`src/rtl/mul_8bits_seq.sv`:
```
// Sequential 8x8 unsigned shift-and-add multiplier with a start/busy/done handshake.
// One partial-product addition per cycle through a single adder_8bits instance.

module adder_8bits (
  input  logic [7:0] a_i,
  input  logic [7:0] b_i,
  input  logic       cin_i,
  output logic [7:0] sum_o,
  output logic       cout_o
);
  assign {cout_o, sum_o} = {1'b0, a_i} + {1'b0, b_i} + {8'h00, cin_i};
endmodule

// Handshake: start is sampled only in IDLE, together with A/B. busy is high for the
// eight RUN cycles; done pulses for one cycle when P is updated. Never both high.
module mul_8bits_seq (
  input  logic        clk,
  input  logic        rst,
  input  logic        start,
  input  logic [7:0]  A,
  input  logic [7:0]  B,
  output logic [15:0] P,
  output logic        busy,
  output logic        done
);
  typedef enum logic [1:0] {
    IDLE = 2'd0,
    RUN  = 2'd1,
    DONE = 2'd2
  } state_t;

  state_t      state_q;
  logic [7:0]  m_q;
  logic [7:0]  acc_q;
  logic [7:0]  q_q;
  logic [2:0]  cnt_q;
  logic [15:0] p_q;
  logic        busy_q;
  logic        done_q;

  logic [7:0]  addend;
  logic [7:0]  sum;
  logic        carry;
  logic [7:0]  acc_d;
  logic [7:0]  q_d;

  assign addend = q_q[0] ? m_q : 8'h00;

  adder_8bits u_add (
    .a_i    (acc_q),
    .b_i    (addend),
    .cin_i  (1'b0),
    .sum_o  (sum),
    .cout_o (carry)
  );

  // The carry is the 9th bit of the partial sum and shifts into ACC[7].
  assign acc_d = {carry, sum[7:1]};
  assign q_d   = {sum[0], q_q[7:1]};

  always_ff @(posedge clk or posedge rst) begin
    if (rst) begin
      state_q <= IDLE;
      m_q     <= 8'h00;
      acc_q   <= 8'h00;
      q_q     <= 8'h00;
      cnt_q   <= 3'd0;
      p_q     <= 16'h0000;
      busy_q  <= 1'b0;
      done_q  <= 1'b0;
    end else begin
      done_q <= 1'b0;
      case (state_q)
        IDLE: begin
          if (start) begin
            m_q     <= A;
            acc_q   <= 8'h00;
            q_q     <= B;
            cnt_q   <= 3'd0;
            busy_q  <= 1'b1;
            state_q <= RUN;
          end
        end
        RUN: begin
          acc_q <= acc_d;
          q_q   <= q_d;
          cnt_q <= cnt_q + 3'd1;
          if (cnt_q == 3'd7) begin
            p_q     <= {acc_d, q_d};
            busy_q  <= 1'b0;
            done_q  <= 1'b1;
            state_q <= DONE;
          end
        end
        DONE: begin
          state_q <= IDLE;
        end
        default: begin
          busy_q  <= 1'b0;
          state_q <= IDLE;
        end
      endcase
    end
  end

  assign P    = p_q;
  assign busy = busy_q;
  assign done = done_q;

endmodule

```
`config.mk`:
```
export PLATFORM = sky130hd
export DESIGN_NAME = mul_8bits_seq
export DESIGN_NICKNAME = d
export VERILOG_FILES = /design/src/rtl/mul_8bits_seq.sv
export SDC_FILE = /design/constraint.sdc
export NUM_CORES = 1
export LEC_CHECK = 0
export CAP_MARGIN = 5
export CORE_MARGIN = 5
export CORE_UTILIZATION = 51
export DETAILED_ROUTE_END_ITERATION = 10
export PLACE_DENSITY_LB_ADDON = 0.05
export SETUP_SLACK_MARGIN = 0.1
export SYNTH_ARGS = -nofsm -noshare
export SYNTH_HDL_FRONTEND = slang
export SYNTH_SLANG_ARGS = --single-unit
export TNS_END_PERCENT = 100
```
`constraint.sdc`:
```
create_clock -name clk -period 2.58 [get_ports clk]
set_input_delay 0.516 -clock clk [delete_from_list [all_inputs] [get_ports clk]]
set_output_delay 0.516 -clock clk [all_outputs]
set_load 0.02 [all_outputs]
```
==> images/floorplan.png <==
Bar = 20 µm. Pins as bars on the die edge. Tap cells in grey.
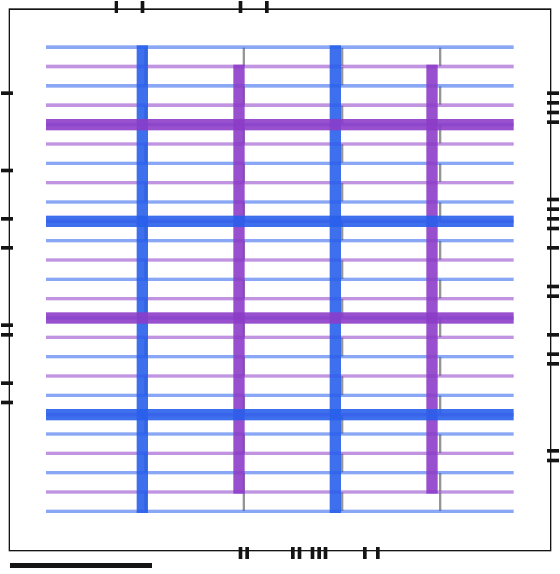
purple -> VDD
blue -> VSS
met5 straps = 4
met1 rails = 25

==> images/class_map.png <==
Bar = 20 µm.
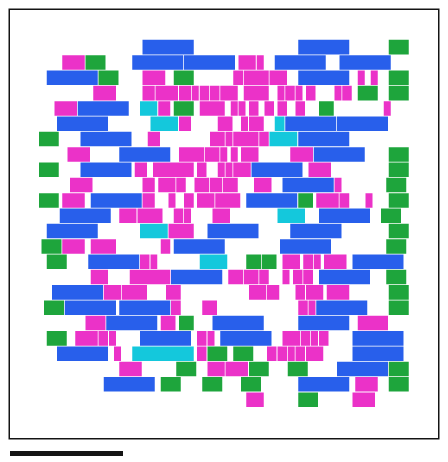
blue -> registers  # cells 47
cyan -> clock drivers and dummy loads  # cells 8
magenta -> remaining logic cells  # cells 135
green -> remaining buffers and delay cells  # cells 41

==> images/clock_wires.png <==
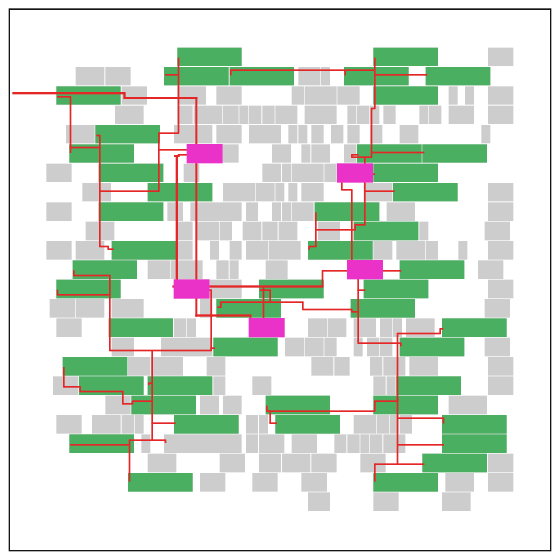
green -> flip-flops  # count 47
red -> clock wires  # length 513 µm
magenta -> clock-net drivers  # count 5
flops lie = spread over the die
routed clock nets = 6

==> images/layers.png <==
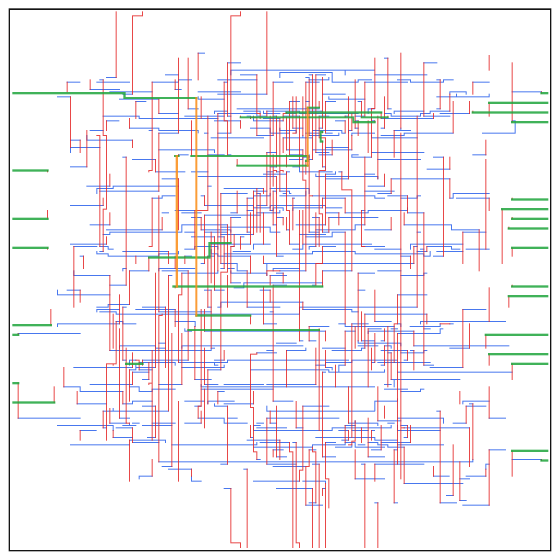
green -> M3  # wire length 272 µm
blue -> M1  # wire length 2010 µm
orange -> M4  # wire length 57.1 µm
red -> M2  # wire length 1910 µm

==> changes_impl.md <==
### Physical design

* Status: completed
* GRT busiest layer: met2
* Routed wl met2 at 1910 µm
* Area occupied by multi-input gates at 975 µm²
* Count of clock buffers in the final design at 5
* Syn-to-layout area delta at 23.6%
* Minimum period implied by the final worst setup slack at 2.25 ns
* Worst slack at placement at 0.322 ns
* Fraction of area in registers at 0.429
* Worst IR drop on VDD at 0.000505 V
* Crit. End Element: flip-flop
* Top Ports at 37
* Combinational gate count at 131
* Yosys top cell by area: sky130_fd_sc_hd__dfrtp_1
* Max frequency at 0.444 GHz
* Number of synthesized flops with an enable pin at 0
* Critical-path top delay cell: sky130_fd_sc_hd__dfrtp_1
* Die y size at 76.0 µm
* Core box area at 0.00429 mm²
* Fin nets at 260
* TritonCTS Buffers at 5
* Fin. Hold Viols at 0
* Post-layout utilization of the core at 0.638
* Root cell of the clock tree: sky130_fd_sc_hd__clkbuf_8
* Final Max-Slew Violation Tally at 0
* Number of global-route vias before repair at 1520
* Total power draw at 3.25 mW
* YS warnings at 0
* Max-cap violation count at 0
* Latency at later pin at 0.30 ns
* Most numerous cell in the Yosys netlist: sky130_fd_sc_hd__dfrtp_1
* Reg2reg end: acc_q[5]
* Residual antenna-violating net count after detailed routing at 0
* Type of the worst min-delay path: in -> async
* Final count of negative-setup-slack endpoints at 0
* H-tree depth reported by CTS at 2
* Detailed-route via count at 1544
* Worst-margin pin slew at 0.477 ns
* Footprint of the flip-flops and latches at 0.00118 mm²
* Unrepaired setup endpoints after global routing: no
* Vias per Instance at 5.46
* Worst r2r src: q_q[0]
* Yosys stat chip area at 0.00222 mm²
* X dimension of the die at 76.0 µm
* Final routed DRC violation total at 0
* Final weighted congestion in routability-driven placement at 0.869
* Number of synthesized register bits at 47
* Launching element of the worst setup path: q_q[0]
* Largest net degree at the start of global routing at 20
* Non-clock buffers at 41
* Final non-filler cell total at 283
* Max_slew headroom at 0.682
* Leading cell kind: flip-flops and latches
* Wire length of the first global-routing pass at 7330 µm
* DIE AREA at 0.00577 mm²
* Max Clock Skew at 0.0131 ns
* Fin crit share at 0.874
* Final total negative setup slack at 0 ns
* Met1 Routed Length at 2010 µm
* Cell Area, Synth at 0.00222 mm²
* Register area share after synthesis at 0.530
* Minimum setup slack among reg-to-reg paths at 0.33 ns
* FF-to-FF path depth at 8
* Number of flip-flops under the largest register name at 16
* Routed wire length at 4250 µm
* Initial antenna violation count at 0
* Placed wire-length estimate after detailed placement at 3250 µm
* Fraction of registers with async set or reset after synthesis at 1.00
* Final worst slack at 0.325 ns
* Met2 layer usage reported by global route at 0.233
* Synthesized instance count at 190
* Wire length on met3 at 271 µm
* Highest routing layer actually used: met4
* GRT Resource Usage Total at 0.156
* TritonCTS clock tree: yes
* FFs & Latches at 47
* Post-route standard cell area excluding fillers at 0.00274 mm²
* Iteration-0 DRC count of the detailed router at 104
* Met1 Track Usage GR at 0.214
* Clock network contribution to total cell area at 0.0411
## power breakdown
part | leakage, nW | internal (mW) | total [mW] | switching [mW]
Clock | 0.0581 | 0.289 | 0.533 | 0.244
Sequential | 0.584 | 1.06 | 1.28 | 0.221
Combinational | 0.612 | 0.728 | 1.43 | 0.706
## worst max-delay path by stage
stage,end,cells after the start
floorplan,acc_q[5],8
global placement,P[13],8
detailed placement,acc_q[5],8
CTS,P[13],8
global route,P[13],8
finish,acc_q[5],8
## cell families after synthesis
group                    synth area share
AND-OR/OR-AND                       0.129
AND/OR/NAND/NOR                     0.114
adder cells (fa/ha/maj)            0.0654
multiplexers                        0.108
XOR/XNOR                           0.0237
buffers and inverters              0.0305
flip-flops                          0.530
## critical path: cells and delay by family, from the launching register on
family,cells,cell delay (ns)
simple gates,1,0.18
compound gates,4,0.69
fa+ha+maj,2,0.63
xor+xnor,1,0.20
flops,1,0.44
## placed cells by master (no fill, tap or decap), types with 3 or more instances in the layout
master / Yosys / final
sky130_fd_sc_hd__nand2_1: 22 / 22
sky130_fd_sc_hd__buf_4: 1 / 5
sky130_fd_sc_hd__a21oi_1: 13 / 13
sky130_fd_sc_hd__xnor2_1: 4 / 4
sky130_fd_sc_hd__clkbuf_8: 0 / 5
sky130_fd_sc_hd__and3b_1: 7 / 7
sky130_fd_sc_hd__o21ai_0: 20 / 20
sky130_fd_sc_hd__clkdlybuf4s50_1: 0 / 36
sky130_fd_sc_hd__o21bai_1: 3 / 3
sky130_fd_sc_hd__dfrtp_1: 47 / 47
sky130_fd_sc_hd__mux2_2: 19 / 19
sky130_fd_sc_hd__and2_1: 8 / 8
sky130_fd_sc_hd__nor2_1: 3 / 3
sky130_fd_sc_hd__a22o_1: 6 / 6
sky130_fd_sc_hd__ha_1: 10 / 10
Power figures rest on the tool's default switching activity, not on a simulated workload.
